<file path="src/rtl/mux4_rr_arbiter_pkg.sv">
// Shared types and arbitration helper for the four-requester mux arbiter.
// Latency: none (types, constants and a pure combinational function).
// Backpressure: not applicable; the function only ranks requests against the pointer.
package mux4_arb_pkg;

    localparam int NREQ  = 4;
    localparam int PTR_W = 2;

    typedef enum logic [0:0] {
        IDLE  = 1'b0,
        GRANT = 1'b1
    } state_t;

    // Result of a priority search: winner index and whether anyone requested.
    typedef struct packed {
        logic             found;
        logic [PTR_W-1:0] idx;
    } pick_t;

    // Search req in the order ptr, ptr+1, ptr+2, ptr+3 (mod 4); first set bit wins.
    // The loop walks from the farthest offset back to the nearest so the
    // nearest asserted request is the last one written and therefore wins.
    function automatic pick_t rr_pick(input logic [NREQ-1:0]  req,
                                      input logic [PTR_W-1:0] ptr);
        pick_t            p;
        logic [PTR_W-1:0] cand;
        p = '0;
        for (int k = NREQ - 1; k >= 0; k--) begin
            cand = ptr + PTR_W'(k);
            if (req[cand]) begin
                p.found = 1'b1;
                p.idx   = cand;
            end
        end
        return p;
    endfunction

endpackage

</file>
<file path="src/rtl/mux4_rr_arbiter_datapath.sv">
// Bit-sliced word mux: WIDTH mux4to1 instances select the granted requester's word.
// Latency: combinational from din and the registered select.
// Backpressure: none here; the output is forced to zero whenever out_valid is low.
module mux4_rr_arbiter_datapath
    import mux4_arb_pkg::*;
#(
    parameter int WIDTH = 8
) (
    input  logic [NREQ*WIDTH-1:0] din,
    input  logic [PTR_W-1:0]      sel,
    input  logic                  out_valid,
    output logic [WIDTH-1:0]      out_data
);

    logic [WIDTH-1:0] mux_bits;

    // One mux4to1 per bit position; lane i of d carries bit b of requester i.
    for (genvar b = 0; b < WIDTH; b++) begin : g_bit
        logic [NREQ-1:0] d_bits;
        for (genvar i = 0; i < NREQ; i++) begin : g_req
            assign d_bits[i] = din[i*WIDTH + b];
        end
        mux4to1 u_mux (
            .d   (d_bits),
            .sel (sel),
            .y   (mux_bits[b])
        );
    end

    // Gate with out_valid so the word reads as zero while idle.
    assign out_data = mux_bits & {WIDTH{out_valid}};

endmodule

</file>
<file path="src/rtl/mux4to1.sv">
// Existing single-bit 4-to-1 multiplexer used as the datapath building block.
// Latency: purely combinational.
// Backpressure: none; output follows d and sel continuously.
module mux4to1 (
    input  logic [3:0] d,
    input  logic [1:0] sel,
    output logic       y
);

    assign y = d[sel];

endmodule

</file>
<file path="src/rtl/mux4_rr_arbiter.sv">
// Round-robin (or fixed-priority with MUX4_ARB_FIXED_PRIO_EN) arbiter sharing one mux among four requesters.
// Latency: one cycle from request sampled in IDLE to gnt/sel/out_valid; back-to-back beats thereafter.
// Backpressure: a granted beat holds gnt/sel/out_valid until out_ready; ack = gnt & out_ready.
module mux4_rr_arbiter
    import mux4_arb_pkg::*;
#(
    parameter int WIDTH = 8
) (
    input  logic                  clk,
    input  logic                  rst,
    input  logic [NREQ-1:0]       req,
    input  logic [NREQ*WIDTH-1:0] din,
    output logic [NREQ-1:0]       gnt,
    output logic [NREQ-1:0]       ack,
    output logic [PTR_W-1:0]      sel,
    output logic                  out_valid,
    output logic [WIDTH-1:0]      out_data,
    input  logic                  out_ready
);

`ifdef MUX4_ARB_FIXED_PRIO_EN
    localparam logic FIXED_PRIO = 1'b1;
`else
    localparam logic FIXED_PRIO = 1'b0;
`endif

    state_t           state;
    logic [PTR_W-1:0] ptr;
    pick_t            pick;

    // Winner for the next grant, ranked against the current pointer.
    always_comb begin
        pick = rr_pick(req, ptr);
    end

    // Arbitration FSM: grants in IDLE, re-arbitrates on each completed beat in GRANT.
    always_ff @(posedge clk) begin
        if (rst) begin
            state     <= IDLE;
            gnt       <= '0;
            sel       <= '0;
            out_valid <= 1'b0;
            ptr       <= '0;
        end else begin
            case (state)
                IDLE: begin
                    if (pick.found) begin
                        state     <= GRANT;
                        gnt       <= NREQ'(1) << pick.idx;
                        sel       <= pick.idx;
                        out_valid <= 1'b1;
                        ptr       <= FIXED_PRIO ? '0 : pick.idx + 1'b1;
                    end
                end
                GRANT: begin
                    // Nothing moves while the beat is backpressured.
                    if (out_ready) begin
                        if (pick.found) begin
                            gnt <= NREQ'(1) << pick.idx;
                            sel <= pick.idx;
                            ptr <= FIXED_PRIO ? '0 : pick.idx + 1'b1;
                        end else begin
                            // sel keeps the last winner while idle.
                            state     <= IDLE;
                            gnt       <= '0;
                            out_valid <= 1'b0;
                        end
                    end
                end
                default: begin
                    state     <= IDLE;
                    gnt       <= '0;
                    out_valid <= 1'b0;
                end
            endcase
        end
    end

    // The accepted beat is acknowledged to its owner in the handshake cycle.
    assign ack = gnt & {NREQ{out_ready}};

    mux4_rr_arbiter_datapath #(
        .WIDTH (WIDTH)
    ) u_datapath (
        .din       (din),
        .sel       (sel),
        .out_valid (out_valid),
        .out_data  (out_data)
    );

    // Grant is never more than one requester at a time.
    a_gnt_onehot : assert property (@(posedge clk) disable iff (rst) $onehot0(gnt));

    // A stalled beat keeps its grant, select and valid.
    a_hold : assert property (@(posedge clk) disable iff (rst)
        (out_valid && !out_ready) |=> (out_valid && $stable(gnt) && $stable(sel)));

endmodule

</file>
<file path="config.mk">
export PLATFORM = sky130hd
export DESIGN_NAME = mux4_rr_arbiter
export DESIGN_NICKNAME = d
export VERILOG_FILES = /design/src/rtl/mux4_rr_arbiter_pkg.sv /design/src/rtl/mux4_rr_arbiter_datapath.sv /design/src/rtl/mux4to1.sv /design/src/rtl/mux4_rr_arbiter.sv
export SDC_FILE = /design/constraint.sdc
export NUM_CORES = 1
export LEC_CHECK = 0
export ABC_AREA = 1
export CORE_UTILIZATION = 38
export DETAILED_ROUTE_END_ITERATION = 10
export PLACE_DENSITY_LB_ADDON = 0.12
export RECOVER_POWER = 25
export SLEW_MARGIN = 20
export SYNTH_ARGS = -nofsm -noshare
export SYNTH_HDL_FRONTEND = slang
export SYNTH_SLANG_ARGS = --single-unit
export TNS_END_PERCENT = 20
</file>
<file path="constraint.sdc">
create_clock -name clk -period 2.3 [get_ports clk]
set_input_delay 0.23 -clock clk [delete_from_list [all_inputs] [get_ports clk]]
set_output_delay 0.23 -clock clk [all_outputs]
set_load 0.005 [all_outputs]
</file>
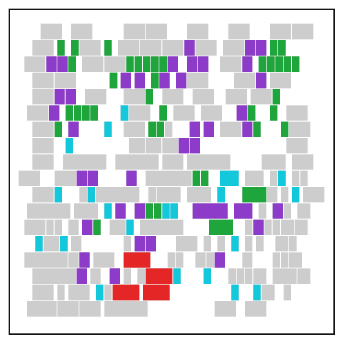
Fig. 1. Gate-type map.
Drawn at 6 px/um.
family	color	cells
nor cells	green	39
fa/ha/maj cells	red	4
inv cells	cyan	21
aoi and oai cells	purple	40

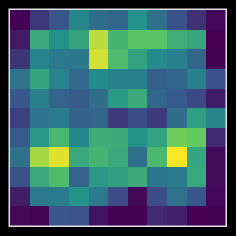
Fig. 2. Wire density map.
Drawn at 4 px/um. 11 x 11 tiles, from dark purple (low) to yellow (high), scaled to the fullest tile. Values are wire area over tile area, all layers added.
densest ninth of the die	top middle
mean over tiles	0.15
fullest tile	0.40

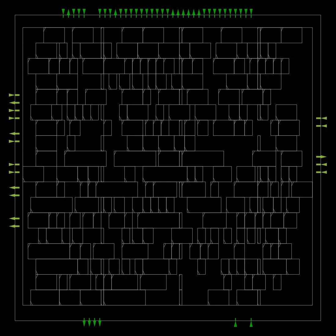
Fig. 3. Cell placement.
# fillers: 243
final core occ: 66.22%
Placement Rows: 18
Seq cells: 10

==> results.toml <==
# flow metrics
[final_layout]
sh_seq_area_pct = 12.17
layout.comb_gates.multi_input = 138
antennaDiodeCount = 0
drive_gt1_share_pct = 12.93
lay_top_count = "clkdlybuf4s50_1"
syn_to_final_growth_pct = 61.74
inv_count = 21
bufAreaShareNonClock_pct = 35.37
flop_area_um2 = 201.4
combAreaFraction_pct = 42.93
buffers = 59
clock_tree_area_fraction_pct = 2.192
nNetsFinal = 276
comb_area_um2 = 710.7
final_cells = 262
n_clock_buffer = 4
largestClassByArea = "combinational gates"
final_area_mm2 = 0.001655
mostFrequentLayoutCells = "clkdlybuf4s50_1 (52), nor2_1 (37), nand2_1 (33)"

[critical_path]
rr_startpoint = "ptr[0]$_SDFFE_PP0P_"
crit_path_start = "ptr[0]$_SDFFE_PP0P_"
cp_max_fo = 10
path_class = "reg -> reg"
r2r_slack_ns = 0.27
critPathCapture = "ptr[1]$_SDFFE_PP0P_"
start_kind = "register"
r2r_end = "ptr[1]$_SDFFE_PP0P_"
cp.required_ns = 2.46
cp.arrival_ns = 2.19
reg2regPathDepth = 11
endpoint_kind = "register"

[power]
p_seq_share_pct = 19.3
power_density_mw_per_mm2 = 989.7
powerClk_uw = 163
peakVddDrop_mv = 0.7608
p_int_uw = 854.2
power_combinational_mw = 1.16
p_leak_nw = 0.7710
top_power_group = "combinational cells"
pwr-share-comb_pct = 70.7
pg_seq_uw = 317
switchingPower_uw = 784.2
clkPwrFrac_pct = 9.9
p_total_mw = 1.638
switching_share_pct = 47.86

[synth]
synth.avg_cell_area_um2 = 5.882
netlist_instances = 174
ys_sh_aoi_pct = 21.03
logic_family = "simple AND/OR/NAND/NOR gates"
ys_seq_share_pct = 19.56
netlist_area_mm2 = 0.001023
simple_gate_share_pct = 43.52
ys_chip_area_mm2 = 0.001023
yosysWarnings = 0
yosysUniqueCellTypes = 21
xor_share_pct = 0
yosysCellCount = 174
adder_share_pct = 4.890
ys_ff = 10
ys_sh_mux_pct = 0
syn-num-nets = 217

[die]
n_tap_cell = 30
chip_area_mm2 = 0.002905
die_y_um = 53.90
initial_utilization_pct = 40.94
die_x_um = 53.90
num_io_pins = 58
core-area_mm2 = 0.002500

[clocking]
cts_buffers = 3
cts_setup_buffers = 0
cts-hold-fix-buffers = 0
cts_tree = "built"
cts.sinks = 10
clk_pin_slew_ns = 0.07
cts_buffer_depth = 2
cts_root_buf = "clkbuf_4"
insertion_delay_ns = 0.27
cts.htree.levels = 1

[timing]
final-setup-viol-count = 0
finalCriticalPeriod_ns = 2.026
rsz0062_at_grt = "false"
hold_viol = 0
finalWorstSetupSlack_ns = 0.2745
max_freq_mhz = 493.7
finalClockSkew_ns = 0.002879
slew_headroom_pct = 73.09
setup_tns_ns = 0
worstMarginPinSlew_ns = 0.4031
finalClockPeriodUsage_pct = 88.07
whs_ns = 0.4949
final-max-slew-violation-count = 0

[route]
wl_per_cell_um = 10.95
wl_met3_um = 106
wl_met2_um = 1429
dr.first_iter.drc_count = 35
ant_nets = 0
vias = 1239
drtPass1Iterations = 4
drc = 0
met1_length_um = 1318
maxUsedRoutingLayer = "met4"
wl_um = 2869
vias_per_cell = 4.729

[global_routing]
grt_pass1_vias = 1081
grt_remaining_overflow = 0
grt_pass1_wl_um = 4512
grt_start_max_net_pins = 17
met2_usage_pct = 35.19
antenna_found_initial = 0
met1_usage_pct = 27.56
busiest_layer = "met2"
gr-usage-met3_pct = 3.955
grt_usage_pct = 21.16

[place]
dp_hpwl_um = 2328
place_inst = 258
preCtsSetupSlack_ns = 0.1733
placed_cell_area_mm2 = 0.001618
place.gp.congestion = 0.8007
io_buffers = 57

[job]
cap_violations = 0
tool_warnings = 29

[status]
status = "complete, no violations"

[hold_path]
hp-class = "reg -> reg"
min_path_cells = 2
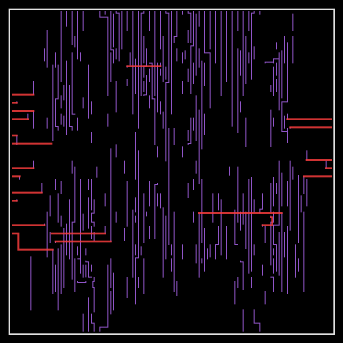
Fig. 4. Signal wires by layer.
Drawn at 6 px/um. Only two layers are drawn.
layer	color	wire length
metal 2	purple	1,430 um
metal 3	red	106 um

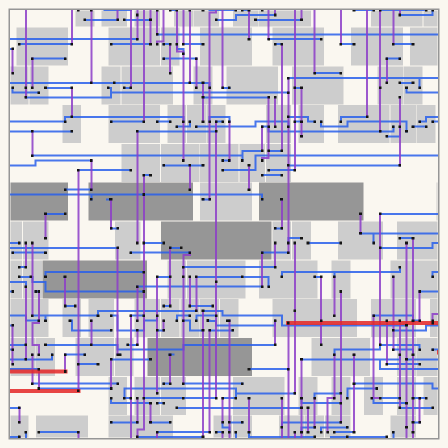
Fig. 5. Layout detail.
Region (12, 12) to (42, 42) um. Cells in gray, sequential cells in the stronger gray; small squares are vias.
layer	color
metal 2	purple
metal 1	blue
metal 3	red
most frequent	nor2_1 (13), clkdlybuf4s50_1 (13), nand2_1 (12)
cells with their middle in the window	86
netlist names of flops here include	ptr (2), sel (2)
sequential cells in the window	6

-- how the worst min path moves through the flow --
stage,start,end,slack (ns)
6_report,gnt[1]$_SDFFE_PP0P_,gnt[1]$_SDFFE_PP0P_,0.49
3_3_place_gp,gnt[1]$_SDFFE_PP0P_,gnt[1]$_SDFFE_PP0P_,0.48
4_1_cts,out_valid$_SDFFE_PP0P_,out_valid$_SDFFE_PP0P_,0.50
5_1_grt,gnt[1]$_SDFFE_PP0P_,gnt[1]$_SDFFE_PP0P_,0.52
2_1_floorplan,rst,gnt[0]$_SDFFE_PP0P_,0.30
3_5_place_dp,out_valid$_SDFFE_PP0P_,out_valid$_SDFFE_PP0P_,0.49
-- registers in the layout, indices dropped and copies added, names as in the netlist --
name,count
gnt,4
out_valid,1
ptr,2
sel,2
state,1
-- worst max-delay path, cell delays in order, from the launching register on --
cell,delay [ns]
dfxtp_1,0.57
nand2_1,0.14
and2_4,0.19
nor2_4,0.16
inv_2,0.06
nand2_1,0.06
nand2_1,0.07
nand2_1,0.12
inv_1,0.08
ha_1,0.29
o21ai_1,0.12
a21oi_1,0.04
-- cells in the mapped netlist (all sizes together) --
| cell | number | area, um^2 |
|---|---|---|
| ha | 4 | 50.05 |
| inv | 21 | 83.83 |
| nand2 | 46 | 230.2 |
| nand3 | 8 | 45.04 |
| dfxtp | 10 | 200.2 |
| buf | 3 | 21.27 |
| o21ai | 23 | 118.9 |
| nor2 | 39 | 161.4 |
| a21oi | 17 | 96.35 |
| and2 | 1 | 8.760 |
| clkbuf | 2 | 7.510 |
-- timing repair --
action	in CTS	in global routing
gates resized	0	1
setup endpoints to repair	0	5
endpoints found under the hold margin	0	0
No activity file was given, so power comes from the tool's default toggle rates.
